Fig. 1: run 1, metal 1
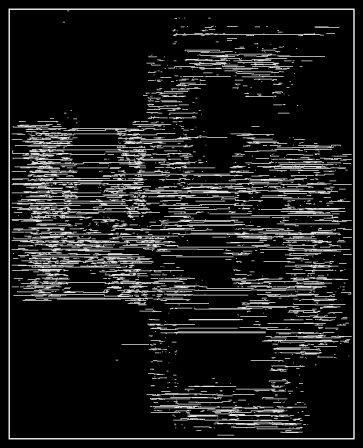
Fig. 2: run 1, metal 2
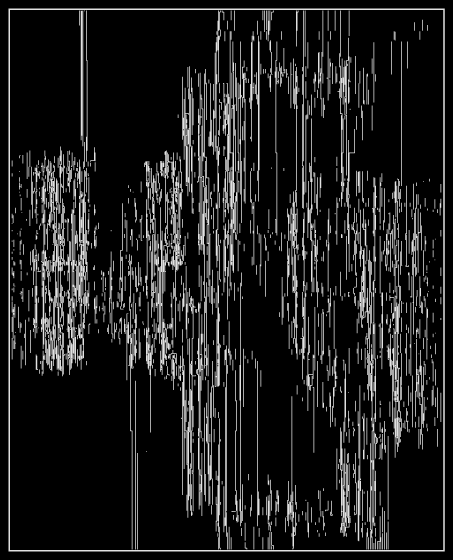
Fig. 3: run 1, metal 3
Scale bar: 50 um.
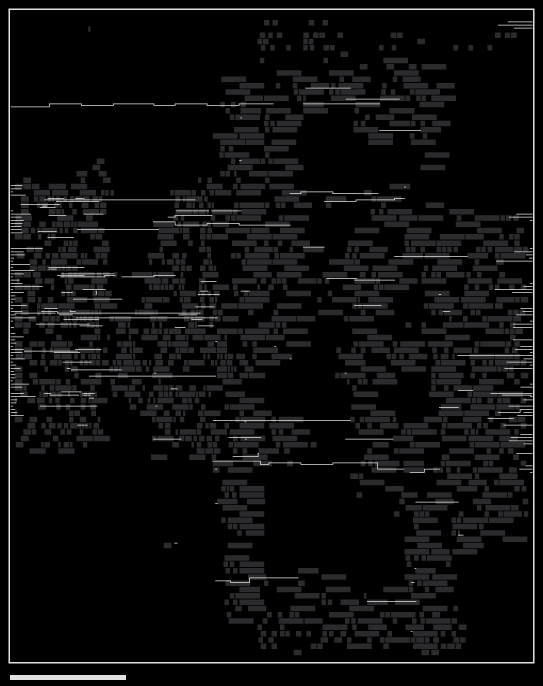
<file path="config.mk">
export PLATFORM = sky130hd
export DESIGN_NAME = fetch_prefetch_buffer
export DESIGN_NICKNAME = d
export VERILOG_FILES = /design/src/rtl/fetch_prefetch_buffer.sv
export SDC_FILE = /design/constraint.sdc
export NUM_CORES = 1
export LEC_CHECK = 0
export CORE_ASPECT_RATIO = 1.25
export CORE_MARGIN = 1.5
export CORE_UTILIZATION = 25
export DETAILED_ROUTE_END_ITERATION = 6
export GPL_ROUTABILITY_DRIVEN = 0
export SLEW_MARGIN = 25
export SYNTH_ARGS = -nofsm -noshare
export SYNTH_HDL_FRONTEND = slang
export SYNTH_SLANG_ARGS = --single-unit
</file>
<file path="constraint.sdc">
create_clock -name clk -period 4.1 [get_ports clk]
set_input_delay 0.82 -clock clk [delete_from_list [all_inputs] [get_ports clk]]
set_output_delay 0.82 -clock clk [all_outputs]
set_load 0.1 [all_outputs]
</file>
<file path="src/rtl/fetch_prefetch_buffer.sv">
// Instruction fetch front-end: issues sequential word fetches under a credit limit,
// queues {pc, instruction} for decode, and flushes/discards in-flight work on redirect.
module fetch_prefetch_buffer #(
  parameter int          DEPTH    = 4,
  parameter logic [31:0] RESET_PC = 32'h0
) (
  input  logic        clk,
  input  logic        reset,
  output logic        imem_req_valid,
  input  logic        imem_req_ready,
  output logic [31:0] imem_req_addr,
  input  logic        imem_rsp_valid,
  input  logic [31:0] imem_rsp_data,
  input  logic        redirect_valid,
  input  logic [31:0] redirect_pc,
  output logic        ins_valid,
  input  logic        ins_ready,
  output logic [31:0] ins_data,
  output logic [31:0] ins_pc
);

  localparam int CW = $clog2(DEPTH + 1);
  localparam int AW = $clog2(DEPTH);

  logic [31:0]   fetch_pc_reg;
  logic [31:0]   rsp_pc_reg;
  logic [CW-1:0] count_reg;
  logic [CW-1:0] outstanding_reg;
  logic [CW-1:0] drop_reg;
  logic [AW-1:0] wr_ptr_reg;
  logic [AW-1:0] rd_ptr_reg;
  logic [31:0]   pc_mem   [DEPTH];
  logic [31:0]   data_mem [DEPTH];

  logic [CW:0]      in_use;
  logic             credit_ok;
  logic             accept;
  logic             rsp_discard;
  logic             push;
  logic             pop;
  logic [31:0]      redirect_target;
  logic [CW-1:0]    in_flight_after_rsp;
  logic [CW-1:0]    outstanding_next;
  logic [CW-1:0]    count_next;
  logic [DEPTH-1:0] wr_en;

  // Entries held plus requests in flight never exceed DEPTH, so every
  // response is guaranteed a FIFO slot and memory never needs backpressure.
  assign in_use    = {1'b0, count_reg} + {1'b0, outstanding_reg};
  assign credit_ok = in_use < (CW + 1)'(DEPTH);

  assign imem_req_valid = reset & ~redirect_valid & credit_ok;
  assign imem_req_addr  = fetch_pc_reg;
  assign accept         = imem_req_valid & imem_req_ready;

  assign rsp_discard = redirect_valid | (drop_reg != '0);
  assign push        = imem_rsp_valid & ~rsp_discard;

  assign ins_valid = reset & (count_reg != '0) & ~redirect_valid;
  assign pop       = ins_valid & ins_ready;
  assign ins_data  = reset ? data_mem[rd_ptr_reg] : '0;
  assign ins_pc    = reset ? pc_mem[rd_ptr_reg]   : '0;

  assign redirect_target     = redirect_pc & ~32'h3;
  assign in_flight_after_rsp = outstanding_reg - CW'(imem_rsp_valid);
  assign outstanding_next    = in_flight_after_rsp + CW'(accept);
  assign count_next          = count_reg + CW'(push) - CW'(pop);

  for (genvar gi = 0; gi < DEPTH; gi++) begin : g_wr_en
    assign wr_en[gi] = push & (wr_ptr_reg == AW'(gi));
  end

  always_ff @(posedge clk) begin
    if (!reset) begin
      fetch_pc_reg    <= RESET_PC;
      rsp_pc_reg      <= RESET_PC;
      count_reg       <= '0;
      outstanding_reg <= '0;
      drop_reg        <= '0;
      wr_ptr_reg      <= '0;
      rd_ptr_reg      <= '0;
      for (int i = 0; i < DEPTH; i++) begin
        pc_mem[i]   <= '0;
        data_mem[i] <= '0;
      end
    end else if (redirect_valid) begin
      // Everything still in flight belongs to the old path; a response landing
      // this very cycle is already discarded, so it is not counted again.
      fetch_pc_reg    <= redirect_target;
      rsp_pc_reg      <= redirect_target;
      count_reg       <= '0;
      wr_ptr_reg      <= '0;
      rd_ptr_reg      <= '0;
      outstanding_reg <= in_flight_after_rsp;
      drop_reg        <= in_flight_after_rsp;
    end else begin
      if (accept) begin
        fetch_pc_reg <= fetch_pc_reg + 32'd4;
      end
      if (push) begin
        rsp_pc_reg <= rsp_pc_reg + 32'd4;
        wr_ptr_reg <= wr_ptr_reg + AW'(1);
      end
      if (imem_rsp_valid && (drop_reg != '0)) begin
        drop_reg <= drop_reg - CW'(1);
      end
      if (pop) begin
        rd_ptr_reg <= rd_ptr_reg + AW'(1);
      end
      outstanding_reg <= outstanding_next;
      count_reg       <= count_next;
      for (int i = 0; i < DEPTH; i++) begin
        if (wr_en[i]) begin
          pc_mem[i]   <= rsp_pc_reg;
          data_mem[i] <= imem_rsp_data;
        end
      end
    end
  end

endmodule

</file>
==> qor.txt, run 1 <==
top cells by count = and2_1 (319), edfxtp_1 (248), dfxtp_1 (75)
met1 Use GR = 16.1%
vias in the first global route = 10,600
Slew HR = 33.4%
hold path depth = 2
Pleak = 6.76 nW
detailed-route DRC error count = 0
via count = 10,300
die area = 0.0636 sq mm
clk_lat worst skew = 0.54 ns
largest cells by area after synthesis = edfxtp_1 (48%), and2_1 (13%), dfxtp_1 (9.7%), mux4_2 (9.0%), clkbuf_1 (1.7%)
Largest delay share family, worst path = buffers and inverters
Hold Path Sink = rd_ptr_reg[1]$_SDFFE_PP0P_
Top Registers = data_mem x128, pc_mem x120
Netlist Area Pre-Place = 0.0155 sq mm
Setup Crit Path Kind = reg2out
Critical Path Stages = 1
Final Critical Period = 3.37 ns
Mean Syn Cell Area = 12.7 sq um
CTS root buffer = clkbuf_16
type of the worst min-delay path = reg2reg
CTS tree = yes
ys cells = 1,225
main flop type = edfxtp_1
H-tree lvl count = 2
maximum capacitance violations = 0
first-pass GRT wire length = 63,100 um
Final Cycle Share = 82.2%
flop2flop setup slack = 1.57 ns
post-synth top area cell = edfxtp_1
Crit. Startpoint = imem_req_addr[4]$_SDFFE_PN0P_
setup tns final = 0 ns
slowest cell delay on critical path = 1.27 ns
CP Buf/Inv Count = 1
end of the worst register-to-register path = data_mem[1][29]$_SDFFCE_PN0P_
CP max stage cell = clkdlybuf4s50_1
YS chip area = 0.0155 sq mm
initial antenna violation count = 1
count leader, synth = and2_1
crit path DAT = 2.55 ns
crit path cell chain = clkdlybuf4s50_1
Top cell excl fill/tap = and2_1
R2R cell count = 7
Final setup viols = 0
gr usage total = 13.2%
Die Height = 282 um
Final Max Slew Viols = 0
via/cell ratio = 4.68
io pins = 168
GRT overflow = 0
Clock transition at path regs = 0.06 ns
Init Core Util = 25.4%
max reg flops = 128
P per Cell Area = 423 mW/mm^2
Final Total Pwr = 8.06 mW
Die Wd = 226 um
Site Rows = 101
clock skew = 0.0127 ns
CTS hold repair buffers = 0
HP Start = rd_ptr_reg[1]$_SDFFE_PP0P_
Fin. Hold Viols = 0
Final HPWL DP = 26,700 um
cts repair resizes = 0
n_diodes = 0
Unique cell types = 57
M3 GR Usage = 2.64%
maximum vdd drop = 0.222 mV
outcome = completed
Cells after Synth = 1,225
post-DR wirelength/cell = 19.1 um
CP max FO = 16
Hold WS = 0.545 ns
Buffers on Ports = 161
Core Region = 0.0610 sq mm
Top Layout Cells = and2_1 (319), edfxtp_1 (248), clkdlybuf4s50_1 (95)
postcts setup bufs = 0
Clock Tree Buf Depth = 3
post-synthesis sequential area ratio = 57.7%
CP Data Required Time = 3.28 ns
grt peak-use layer = met2
Reg with most FFs = data_mem
share of cells above drive strength 1 = 16.2%
wirelength, routed = 42,200 um
ys flops = 323
Crit. End Element = primary output
final net count = 1,444
Clock Sinks = 323
largest net degree at the start of global routing = 89
Post-synth ARST share = 0%
Inserted Clock Buffers = 37
Synth warnings = 0
Post-synth EDFFs = 248
Post-DRT Antenna Nets = 0
Worst Setup EP = imem_req_addr[4]
Top-area cell share = 48.0%
Synth-to-Final Area Change = 22.8%
drt first pass iters = 5
unrepaired setup endpoints after global routing = no
CP startpoint kind = flop
Log Warnings = 32
Worst-Margin Slew = 0.996 ns
Fmax achieved = 0.297 GHz
Crit Reg-Reg Startpoint = drop_reg[0]$_SDFFE_PN0P_
met2 Use GR = 23.7%
Back to the opening pictures, Fig. 1:
The layer holds 43% of the routed length. 1,322 nets have wire on it.

Back to the opening pictures, Fig. 2:
1,245 nets have wire on it. The layer carries 21.2 mm of wire. The longest straight run is 127 um.

Back to the opening pictures, Fig. 3:
The layer carries 2,200 um of wire. The longest straight run is 64.9 um.

## run 1: kinds of logic after synthesis
kind of cell               Yosys count  share of synthesized area (%)
AOI/OAI and AO/OA                  140                           6.26
other                                1                         0.0242
xor gates and xnor gates            17                          0.959
adders and majority gates           17                           1.42
DFF                                323                           57.7
buffers and inverters              114                           3.07
and+or+nand+nor                    548                           21.4
muxes                               65                           9.19
## run 1: where the power goes
| part | total, mW | switching [mW] | internal [mW] | leakage (nW) |
|---|---|---|---|---|
| Combinational | 1.05 | 0.733 | 0.318 | 3.01 |
| Sequential | 3.80 | 0.115 | 3.68 | 3.19 |
| Clock | 3.21 | 1.36 | 1.85 | 0.556 |
## run 1: per-stage QoR
stage | setup slack, ns | cell area (sq um) | instances | util [%]
finish | 0.729 | 19100 | 2207 | 31.2
global route | 0.610 | 19100 | 2207 | 31.2
CTS | 0.659 | 19100 | 2207 | 31.2
detailed placement | 0.656 | 17900 | 2142 | 29.3
global placement | 0.681 | 17900 | 2142 | 29.3
floorplan | 0.685 | 15500 | 1228 | -
## run 1: area by class of cell
class,instances,area (sq um)
Sequential cell,323,8960
Clock inverter,14,106
Inverter,18,67.6
Timing Repair Buffer,186,1720
Fill cell,6097,42000
Multi-Input combinational cell,791,6140
Clock buffer,51,1040
Tap cell,824,1030
## run 1: layer usage
layer	share of wire, %	wire length [um]	vias to the layer above
li1	-	-	4809
met3	5.2	2200	54
met1	43	18000	5164
met4	2.0	848	0
met2	50	21200	303
met5	0	0	-
Fig. 4: run 1, the metal 4 layer
Scale bar: 50 um.
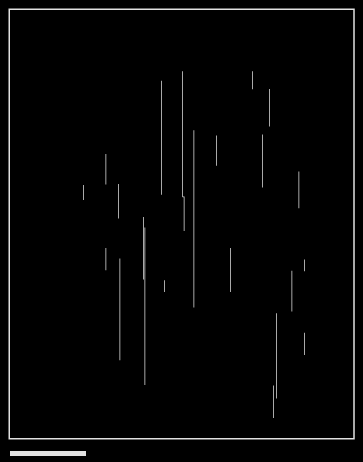

==> inputs of run 2 (changes only) <==
==> constraint.sdc (replaced) <==
create_clock -name clk -period 2.86 [get_ports clk]
set_input_delay 0.572 -clock clk [delete_from_list [all_inputs] [get_ports clk]]
set_output_delay 0.572 -clock clk [all_outputs]
set_load 0.1 [all_outputs]
Fig. 5: run 2, the metal 4 layer
Scale bar: 50 um.
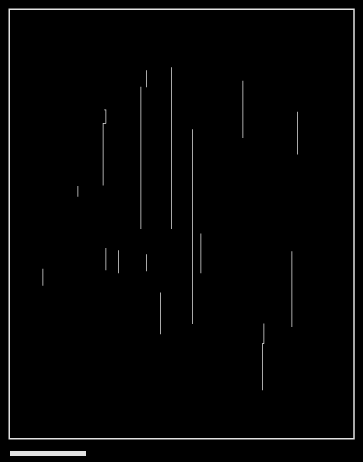
The layer carries 661 um of wire. 9 nets have wire on it. The longest straight run is 128 um.

Fig. 6: run 2, metal 1
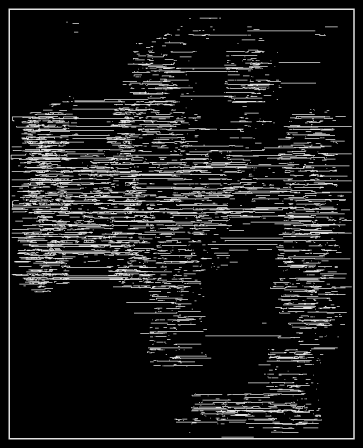
met1 Use GR: 16.1%
via count: 10,400

==> qor.txt, run 2 <==
outcome = completed
Post-synth ARST share = 0%
1st-iter DRT viols = 604
Fin. Hold Viols = 0
Hold Path Sink = rd_ptr_reg[1]$_SDFFE_PP0P_
Final Critical Period = 2.78 ns
first-pass GRT wire length = 64,000 um
maximum capacitance violations = 0
Fmax achieved = 0.360 GHz
Top-area cell share = 48.0%
type of the worst min-delay path = reg2reg
Synth warnings = 0
Crit Reg-Reg Startpoint = drop_reg[0]$_SDFFE_PN0P_
ys flops = 323
Die Wd = 226 um
Clock Tree Buf Depth = 3
drt first pass iters = 4
CP startpoint kind = flop
Die Height = 282 um
R2R cell count = 13
clk_lat worst skew = 0.56 ns
die area = 0.0636 sq mm
Core Region = 0.0610 sq mm
post-synth top area cell = edfxtp_1
Slew HR = 50.0%
Worst Setup EP = ins_pc[9]
gr usage total = 13.3%
largest net degree at the start of global routing = 106
Pleak = 7.15 nW
Setup Crit Path Kind = reg2out
crit path DAT = 2.21 ns
share of cells above drive strength 1 = 20.5%
Synth-to-Final Area Change = 29.2%
end of the worst register-to-register path = count_reg[2]$_SDFF_PP0_
Metal-1 WL = 17,200 um
Post-synth EDFFs = 248
Cells after Synth = 1,225
H-tree lvl count = 2
Placed Cells = 2,156
CTS hold repair buffers = 0
Top cell excl fill/tap = and2_1
post-DR wirelength/cell = 18.8 um
Final HPWL DP = 26,700 um
top cells by count = and2_1 (319), edfxtp_1 (248), dfxtp_1 (75)
Log Warnings = 36
slack of the critical path = 0.0821 ns
fin util = 32.9%
Inserted Clock Buffers = 38
Reg with most FFs = data_mem
P per Cell Area = 582 mW/mm^2
final net count = 1,459
Final setup viols = 0
routed wl met2 = 21,400 um
post-synthesis sequential area ratio = 57.7%
Top Layout Cells = and2_1 (305), edfxtp_1 (248), buf_12 (77)
Mean Syn Cell Area = 12.7 sq um
YS chip area = 0.0155 sq mm
fillers = 6,007
max reg flops = 128
CP max FO = 24
largest cells by area after synthesis = edfxtp_1 (48%), and2_1 (13%), dfxtp_1 (9.7%), mux4_2 (9.0%), clkbuf_1 (1.7%)
count leader, synth = and2_1
Buffers on Ports = 161
detailed-route DRC error count = 0
io pins = 168
Clock transition at path regs = 0.06 ns
Final Max Slew Viols = 0
Unique cell types = 57
wirelength, routed = 41,800 um
vias in the first global route = 10,900
via/cell ratio = 4.69
ys cells = 1,225
unrepaired setup endpoints after global routing = yes
main flop type = edfxtp_1
maximum vdd drop = 0.349 mV
dpl ws = 0.0759 ns
DR top layer = met4
Final Cycle Share = 97.1%
Worst-Margin Slew = 0.750 ns
HP Start = rd_ptr_reg[1]$_SDFFE_PP0P_
flop2flop setup slack = 0.45 ns
Post-DRT Antenna Nets = 0
GRT overflow = 0
Crit. End Element = primary output
Hold WS = 0.523 ns
Final Non-Filler Cells = 2,225
initial antenna violation count = 4
Site Rows = 101
clock skew = 0.0326 ns
Top Registers = data_mem x128, pc_mem x120
Netlist Area Pre-Place = 0.0155 sq mm
hold path depth = 2
CTS tree = yes
WL met3 = 2580 um
CTS root buffer = clkbuf_16
n_diodes = 0
CP Data Required Time = 2.29 ns
Init Core Util = 25.4%
Clock Sinks = 323
## run 2: per-stage QoR
step / area [sq um] / power (mW) / setup TNS, ns
3_3_place_gp: 18800 / 7.19 / 0
4_1_cts: 20000 / 11.8 / -0.00253
2_1_floorplan: 15500 / 6.56 / 0
5_1_grt: 20100 / 12.1 / -0.0633
6_report: 20100 / 11.7 / 0
3_5_place_dp: 18800 / 7.22 / 0
## run 2: area by class of cell
type                            count  area [sq um]  area share [%]
Tap cell                          824          1030            5.14
Inverter                           18          67.6           0.337
Multi-Input combinational cell    791          6170            30.8
Clock inverter                     18           128           0.636
Timing Repair Buffer              200          2650            13.2
Clock buffer                       51          1050            5.24
Sequential cell                   323          8960            44.7
## run 2: cell families after synthesis
group | count (synthesis) | share of synthesized area (%)
other | 1 | 0.0242
buffers and inverters | 114 | 3.07
adder cells (fa/ha/maj) | 17 | 1.42
multiplexers | 65 | 9.19
flip-flops | 323 | 57.7
AND-OR/OR-AND | 140 | 6.26
XOR/XNOR | 17 | 0.959
AND/OR/NAND/NOR | 548 | 21.4
## run 2: timing repair
action,4_1_cts,5_1_grt
buffers inserted,0,0
endpoints found under the setup margin,8,12
gates resized,9,6
gates cloned,0,0
pin swaps,0,0
## run 2: worst max-delay path, stage by stage (launching register included)
cell     delay [ns]
dfxtp_4        0.45
buf_16         0.26
mux4_2         0.58
and2_4         0.19
buf_12         0.16
## run 2: metal layers
metal | vias up | GRT usage, %
li1 | 4848 | -
met1 | 5237 | 16.1
met2 | 316 | 23.8
met3 | 42 | 2.97
met4 | 0 | 3.17
met5 | - | 0
## run 2: where the power goes
part	internal [mW]	switching (mW)	total [mW]
Combinational	0.592	1.08	1.68
Sequential	5.28	0.158	5.44
Clock	2.61	1.96	4.56
No activity file was given, so power comes from the tool's default toggle rates.
